Design selfcon_ctrl, sky130hd; sources not shown.
clk_routes.png
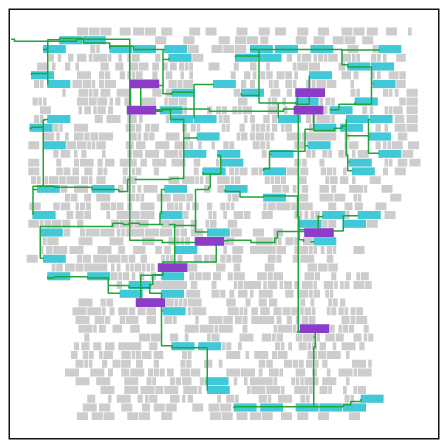
legend:
  clock wires:
    color: green
    length: 1,180 microns
  clock drivers:
    color: purple
    count: 9
  flip-flops:
    color: cyan
    count: 81
routed clock nets: 10
Clock net power: 0.000132 W
insertion delay to the later sink of the worst-skew pair: 350 ps
clock power share: 0.340
clk_skew: 10.7 ps

placement.png
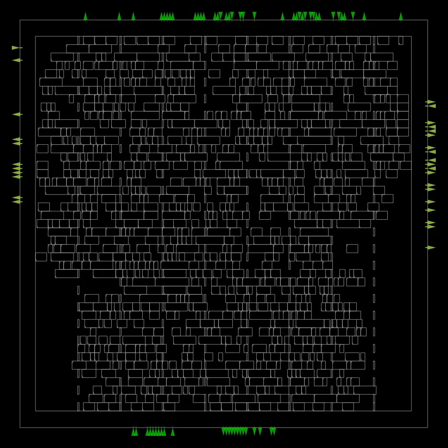
seq_cells: 81
# Taps: 188
post-layout util: 0.553

==> flow_metrics.py <==
# Generated from Yosys and OpenROAD reports
metrics = {
    "cts": {
        "cts_tree": "built",
        "cts_max_level": 3,
        "root_buffer": "clkbuf_16",
        "cts_resized": 0,
        "path_clk_slew_ps": 70,
        "numCtsBuffers": 9,
        "cts.sinks": 81,
        "cts_hold_buf": 0,
        "clockBufferDepth": 2,
    },
    "final_layout": {
        "nets": 1098,
        "finalInstanceArea_sq_um": 8320,
        "lay_top_count": "nand2_1",
        "area_growth_pct": 19.2,
        "lay_top_cells": "107 x nand2_1, 99 x a21oi_1, 93 x nor2_1",
        "largest_reg_flops": 20,
        "drive_gt1_frac": 0.0415,
        "antenna_cells": 0,
    },
    "route": {
        "drc_errors": 0,
        "vias": 6593,
        "detail_route.wl_per_cell_microns": 15.5,
        "wl_mm": 18.2,
        "vias_per_cell": 5.60,
        "first_pass_iters": 5,
        "drt_iter0_drc": 462,
        "detail-route-antenna-nets": 0,
    },
    "final_timing": {
        "period_used_share": 0.585,
        "maxSlewHeadroom": 0.397,
        "timing.final.ws_setup_ps": 11800,
        "timing.setup.tns_ps": 0,
        "finalMaxSlewViolations": 0,
        "setup_violations": 0,
        "min_period_ps": 16600,
        "maxClockFrequency_mhz": 60.2,
    },
    "place": {
        "gp_routability_congestion": 0.927,
        "dp_slack_ps": 11460,
        "io_buffers": 89,
        "dpl.hpwl_mm": 14.0,
        "post_dp_cell_area_sq_um": 7980,
    },
    "yosys": {
        "yosys.area.top_type": "dfxtp_1",
        "syn_avg_cell_area_sq_um": 7.64,
        "fp_nets": 1028,
        "synthTopCellsByArea": "dfxtp_1 23%, ha_1 14%, a21oi_1 7.1%",
        "flop_cell": "dfxtp_1",
        "simple_gate_area_frac": 0.220,
        "async_reset_ff_frac": 0,
        "synthDistinctLibCells": 76,
        "synth_area_sq_um": 6980,
        "synthAoiAreaFrac": 0.241,
        "top_logic_kind": "AND-OR/OR-AND gates",
        "yosys.area.top_type_share": 0.232,
        "edf_count": 0,
        "fa_ha_area_frac": 0.158,
        "ys_sh_mux": 0.0285,
        "seq_area_frac_synth": 0.232,
        "yosys_area_sq_um": 6980,
        "ys_sh_xor": 0.0715,
        "yosysWarnings": 0,
    },
    "setup_path": {
        "critPathMaxFanout": 21,
        "max_stage_delay_ps": 590,
        "reg2reg_slack_ps": 20890,
        "critPathLaunchType": "primary input",
        "worst_r2r_path_depth": 28,
        "slowest_stage": "clkdlybuf4s50_1",
        "end_kind": "flop",
        "crit_type": "in -> reg",
        "cpMostUsedCell": "ha_1",
    },
    "floorplan": {
        "ios": 91,
        "dieWidth_microns": 133,
        "initial_utilization": 0.464,
        "core.rowCount": 45,
        "coreArea_sq_um": 15000,
        "chip_area_sq_um": 17700,
        "die_h_microns": 133,
    },
    "grt": {
        "first_global_vias": 5994,
        "grt_first_pass_wirelength_mm": 29.8,
        "grt_overflow": 0,
        "grt_usage": 0.201,
        "grt_max_degree": 39,
    },
    "pwr": {
        "peakVddDrop_uv": 29.2,
        "powerDensity_nw_per_um2": 46.5,
        "design_power_total_w": 0.000387,
    },
    "flow_run": {
        "drv_cap": 0,
    },
    "run_status": {
        "status": "finished clean",
    },
    "min_path": {
        "whs_path_depth": 2,
        "min-delay-path-class": "reg -> reg",
    },
}
-- power by group --
group	internal (W)	total, W	switching, W
Sequential	0.000114	0.000115	0.000000799
Combinational	0.0000552	0.000140	0.0000852
Clock	0.0000807	0.000132	0.0000510
Total	0.000250	0.000387	0.000137
-- area by class of cell --
| cell class | instances | area [sq um] |
|---|---|---|
| Tap cell | 188 | 235 |
| Clock buffer | 10 | 239 |
| Multi-Input combinational cell | 752 | 5030 |
| Timing Repair Buffer | 93 | 921 |
| Fill cell | 1448 | 6720 |
| Inverter | 47 | 176 |
| Clock inverter | 6 | 97.6 |
| Sequential cell | 81 | 1620 |
-- worst max-delay path, delay by kind of cell --
kind                       cells  cell delay (ps)
muxes                          1              500
buffers and inverters          2              660
and+or+nand+nor                7             1470
adders and majority gates      7             2210
xor gates and xnor gates       3              600
AOI/OAI and AO/OA             16             4290
-- metal layers --
layer  GRT usage  vias to the layer above  routed length (microns)
li1            -                     3399                        -
met1       0.283                     3031                     9070
met2       0.318                      144                     7990
met3      0.0332                       19                      798
met4      0.0560                        0                      325
met5           0                        -                        0
-- synth_stat cells, types with 8 or more instances --
cell type    n
xor2_1      25
nor2b_1      9
o21a_1       9
o21ai_0     51
nand2b_1    17
dfxtp_1     81
inv_1       47
nor2_1      93
nand3_1     22
xnor2_1     32
a211oi_1    13
clkbuf_1    23
nand4_1      9
a21o_1      15
nor3_1      10
ha_1        80
mux2_1       8
nand2_1    107
a21oi_1     99
o22ai_1     14
and2_1      12
-- through the flow --
stage / utilization / hold WS (ps) / cells
floorplan: - / 449 / 914
global placement: 0.531 / 461 / 1161
detailed placement: 0.531 / 468 / 1161
CTS: 0.553 / 478 / 1177
global route: 0.553 / 501 / 1177
finish: 0.553 / 471 / 1177
Power figures rest on the tool's default switching activity, not on a simulated workload.
